Run 1, clock network drawn from the DEF:
Scale bar: 20 um.
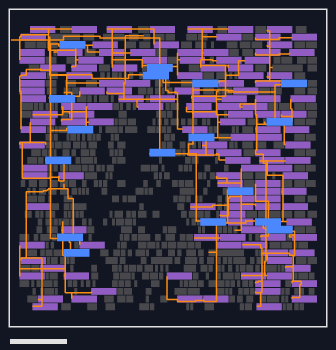
Run 1, placed cells, one colour a class:
Scale bar: 20 um.
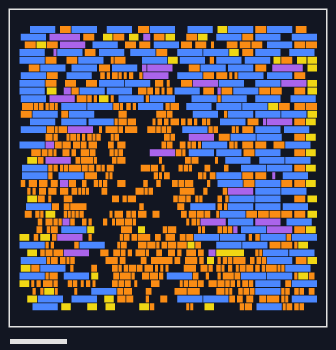
Run 1, logic cells by family:
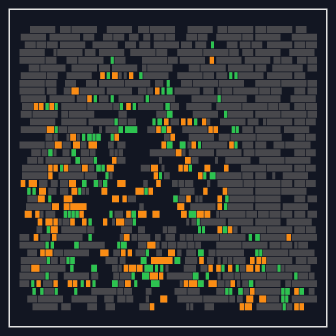
==> config.mk <==
export PLATFORM = sky130hd
export DESIGN_NAME = rdx2_stage_sequencer
export DESIGN_NICKNAME = d
export VERILOG_FILES = /design/src/rtl/rdx2_stage_sequencer.sv
export SDC_FILE = /design/constraint.sdc
export NUM_CORES = 1
export LEC_CHECK = 0
export CAP_MARGIN = 25
export CORE_MARGIN = 3
export CORE_UTILIZATION = 64
export CTS_BUF_LIST = sky130_fd_sc_hd__clkbuf_16
export DETAILED_ROUTE_END_ITERATION = 10
export PLACE_DENSITY = 0.85
export SETUP_SLACK_MARGIN = 0.5
export SYNTH_ARGS = -nofsm -noshare
export SYNTH_HDL_FRONTEND = slang
export SYNTH_SLANG_ARGS = --single-unit
==> constraint.sdc <==
create_clock -name Clock -period 11 [get_ports Clock]
set_clock_uncertainty 0.1 [all_clocks]
set_input_delay 2.2 -clock Clock [delete_from_list [all_inputs] [get_ports Clock]]
set_output_delay 2.2 -clock Clock [all_outputs]
set_load 0.05 [all_outputs]
==> run summary <==
Notes on the flow run.

- The total nets after synthesis is 711, for reference.
- Ranked by total cell area, the synthesized netlist is headed by sky130_fd_sc_hd__dfrtp_1 49%, sky130_fd_sc_hd__mux2_2 12%, sky130_fd_sc_hd__nand2_1 4.6%.
- The overall chip area is between 0.01 and 0.015 mm^2, for reference.
- The final critical path time including I/O delays and setup is between 4000 and 5000 ps, for reference.
- The global route stage reports its total congestion overflow as 0.
- Looking at the clock tree report, the maximum root-to-sink buffer count equals 2.
- Per the timing report, the achievable frequency comes out to about 220 MHz.
- In the hold timing report, the worst path depth is 2.
- Input and output buffers added on the ports amount to 45.
- The number of global-route vias before repair is ~5500, for reference.
- TritonCTS built the clock tree.
- The power of the combinational group is between 1000 and 1500 uW, for reference.
- The first global-routing pass estimated approximately 30 mm of wire.
- The cell area after placement is ~0.0074 mm^2, for reference.
- In the power breakdown, the biggest contributor is combinational logic.
- The timing report attributes the biggest portion of critical-path delay to AND-OR/OR-AND gates.
- The multi-input logic area is around 0.0032 mm^2, for reference.
- The slew at the pin with the worst max-slew slack is approximately 1000 ps, for reference.
- The die width is roughly 110 um, for reference.
- The count of cells along the worst register-to-register path is 12, for reference.
- The most common logic cells in the final layout are 139 x sky130_fd_sc_hd__dfrtp_1, 88 x sky130_fd_sc_hd__nand2_1, 78 x sky130_fd_sc_hd__mux2_2, 50 x sky130_fd_sc_hd__o21ai_0, 44 x sky130_fd_sc_hd__clkdlybuf4s50_1.
- The timing report gives the clock slew at the launch and capture registers of the worst setup and hold paths as approximately 60 ps.
- From bottom edge to top edge, the die measures around 110 um.
- The top cell type's share of synthesized area is slightly below 50%, for reference.
- The number of hold buffers added after CTS was 0.
- The number of levels the H-tree was split into is 4, for reference.
- The kind of path behind the tightest hold check is reg -> reg, for reference.
- The report lists the power per cell area as roughly 300 mW/mm^2.
- Counting flops with a built-in enable in the synthesized netlist gives 0.
- In this design, the stage delay of the slowest critical-path cell is between 500 and 600 ps.
- For this run, design rule violations remaining after detail routing come to 0.
- For this design the static power due to leakage is around 0.0035 uW.
- The number of detailed-route iterations in the first pass is 5, for reference.
- The most numerous cell on the critical path is sky130_fd_sc_hd__o21ai_0, for reference.
- The worst-case headroom to the max-slew limit is about a third, for reference.
- The warning total across the stage logs is 31, for reference.
- The design draws 2370 uW.
- For reference, the final report shows the max-slew violation count at 0.
- The post-route clock period utilization is 42.3%, for reference.
- The mean instance size in the synthesized netlist is slightly above 10 um^2, for reference.
- The tool flagged a number of max-cap violations equal to 0.
- The cell area after technology mapping is around 0.0071 mm^2, for reference.
- The number of instances in the placed design is 813, for reference.
- The finished cells cover ~0.008 mm^2.
- Looking at the critical path, the single cell with the biggest stage delay is sky130_fd_sc_hd__a21o_1.
- The number of clock buffers inserted by TritonCTS is 17, for reference.
- In this run the layout overhead on the synthesized area is reported as 12.4%.
- The share of final-layout standard cells stronger than drive strength 1 is between 15 and 20%, for reference.
- The maximum fanout count along the critical path is 20, for reference.
- The share of the Yosys chip area taken by registers is between 40% and 50%.
- The internal power summed over all cells is 1330 uW, for reference.
- The quantity of gates resized following cts is 0, for reference.
- The clock sink count is roughly 140, for reference.
- The wire-length estimate of the detail-placed layout is ~12 mm.
- For reference, the final report shows the hold violation count at 0.
- Post-CTS timing repair inserted 0 buffers for setup.
- The largest voltage drop on the vdd net is between 200 and 250 uV, for reference.
- Setup repair after global routing left no endpoint under its margin.
- The routed wire length is between 15 and 20 mm, for reference.
- The final antenna diode tally reported by the flow is 0.
- The most instantiated flip-flop cell in the synthesis netlist is sky130_fd_sc_hd__dfrtp_1, for reference.
- The routability congestion estimate is a little under 1, for reference.
- The data arrival time of the critical path is roughly 4900 ps, for reference.
- The switching component of the power is around 1000 uW, for reference.
- The post-layout utilization of the core is 75.7%, for reference.
- Per report_power, the sequential group accounts for between 30% and 40% of the total.
- The count of cell types in the netlist is about 67, for reference.
- The root buffer cell is sky130_fd_sc_hd__clkbuf_16, for reference.
- Once detail routing completed, the nets flagged for antenna violations numbered 0.
- The synthesis log from Yosys contains 0 warnings.
- The hold slack is between 300 and 400 ps, for reference.
- For the sequential group, total power comes out at 755 uW.
- The combinational fraction of design power is 45.2%, for reference.
- The post-synthesis sequential element count is 139, for reference.
- The cell count listed in synth_stat.txt is between 600 and 700, for reference.
- The cell taking the most area after synthesis is sky130_fd_sc_hd__dfrtp_1, for reference.
- The layout filler cell count is 701, for reference.
- The sequential cell area is about 0.0035 mm^2, for reference.
- For this run, the final setup violation count is recorded as 0.
- For the worst setup path, the data required time is around 11000 ps.
- The signal on the critical path passes through nand4_1, o31a_1, o21ai_0, a21o_1, nand3_1, ha_1, nor3b_1, nand2_1, o21ai_0, nor4b_1, o22ai_1, a211oi_1.
- The async set-or-reset flop fraction in the synthesized netlist is 100%, for reference.
- After detailed routing, the average wire length per cell comes to about 21 um.
- The setup slack after layout is about 6300 ps, for reference.
- By startpoint and endpoint, the worst setup path is classified as reg -> reg.
- The overall fraction of global-route tracks in use is between 20% and 30%, for reference.
- STA classifies the critical path startpoint as a register.
- Along the critical path, the tally of buffer and inverter instances is 0.
- The flow ran to the end, and the final reports show no timing, DRC or antenna violations.
- The pin count of the biggest net entering global routing is 89, for reference.
- The initial antenna violation count is 0.
- Before placement the cells fill between 60 and 70% of the core.
- The total stage count of the critical path is 12, for reference.
- The element type at the critical path end is a register, for reference.
- The most common cell in the synthesized netlist is sky130_fd_sc_hd__dfrtp_1.
- The number of primary I/O pins is 46, for reference.
- The power report shows net switching accounting for around 44% of the total.
- The timing report gives the worst reg2reg path a setup slack of about 6300 ps.
- In the synthesized netlist, the number of instances is between 600 and 700.
- The worst setup slack before clock tree synthesis is 6300 ps, for reference.
- The setup TNS is 0 ps, for reference.
- The final-stage net count is around 710, for reference.
- By count the netlist is led by 139 x sky130_fd_sc_hd__dfrtp_1, 88 x sky130_fd_sc_hd__nand2_1, 78 x sky130_fd_sc_hd__mux2_2.
- According to the Yosys statistics, the synthesized design has a chip area of 0.00714 mm^2.
- Per the detail_route report, the via count comes to around 5400.
- The violation count after the first detailed-routing iteration is between 500 and 600, for reference.
- The routed design shows a via density per instance of 6.41.
Back to the opening pictures, 'clock network drawn from the DEF':
Purple shows flip-flops, count 139. Orange shows clock wires, length 1630 um. Blue shows clock drivers, count 17.
Position of the flops: all over the die.
later-pin clock latency in the skew report: 420 ps
Clk network pwr share: 22.9%
clock group power: 543 uW

Back to the opening pictures, 'placed cells, one colour a class':
Yellow shows remaining buffers and delay cells, cells 51, share of their area 6.5%. Orange shows combinational and other logic, cells 489, share of their area 42%. Blue shows sequential cells, cells 139, share of their area 44%. Purple shows clock drivers and dummy loads, cells 31, share of their area 7.1%.
row count: 37
core box area: 0.0106 mm^2
register share of the cell area: 43.4%

Back to the opening pictures, 'logic cells by family':
Green shows nand cells, cells 129, most used nand2_1. Orange shows aoi and oai cells, cells 134, most used o21ai_0.
most frequently placed logic cell in the final layout: sky130_fd_sc_hd__dfrtp_1
fraction of standard cell area in multi-input logic: 40.3%
Non-Filler Instances: 846

[run 1: area by class of cell]
type / count / share of cell area, %
Clock buffer: 17 / 5.30
Sequential cell: 139 / 43.4
Tap cell: 136 / 2.12
Multi-Input combinational cell: 472 / 40.3
Inverter: 17 / 0.827
Clock inverter: 14 / 1.65
Timing Repair Buffer: 51 / 6.40
[run 1: layer usage]
metal  routed length [um]  global-route usage (%)
met5                    0                       0
met4                  523                    12.7
met3                  938                    5.33
met2                 8800                    48.7
met1                 7440                    38.9
[run 1: kinds of logic (layout without fill, tap and decap cells)]
group	after synthesis	count (layout)	share of synthesized area, %
AOI/OAI and AO/OA	155	155	14.1
buffers and inverters	84	99	5.98
muxes	82	82	12.9
DFF	139	139	48.7
adders and majority gates	12	12	2.10
and+or+nand+nor	211	211	14.6
xor gates and xnor gates	12	12	1.47
No activity file was given, so power comes from the tool's default toggle rates.
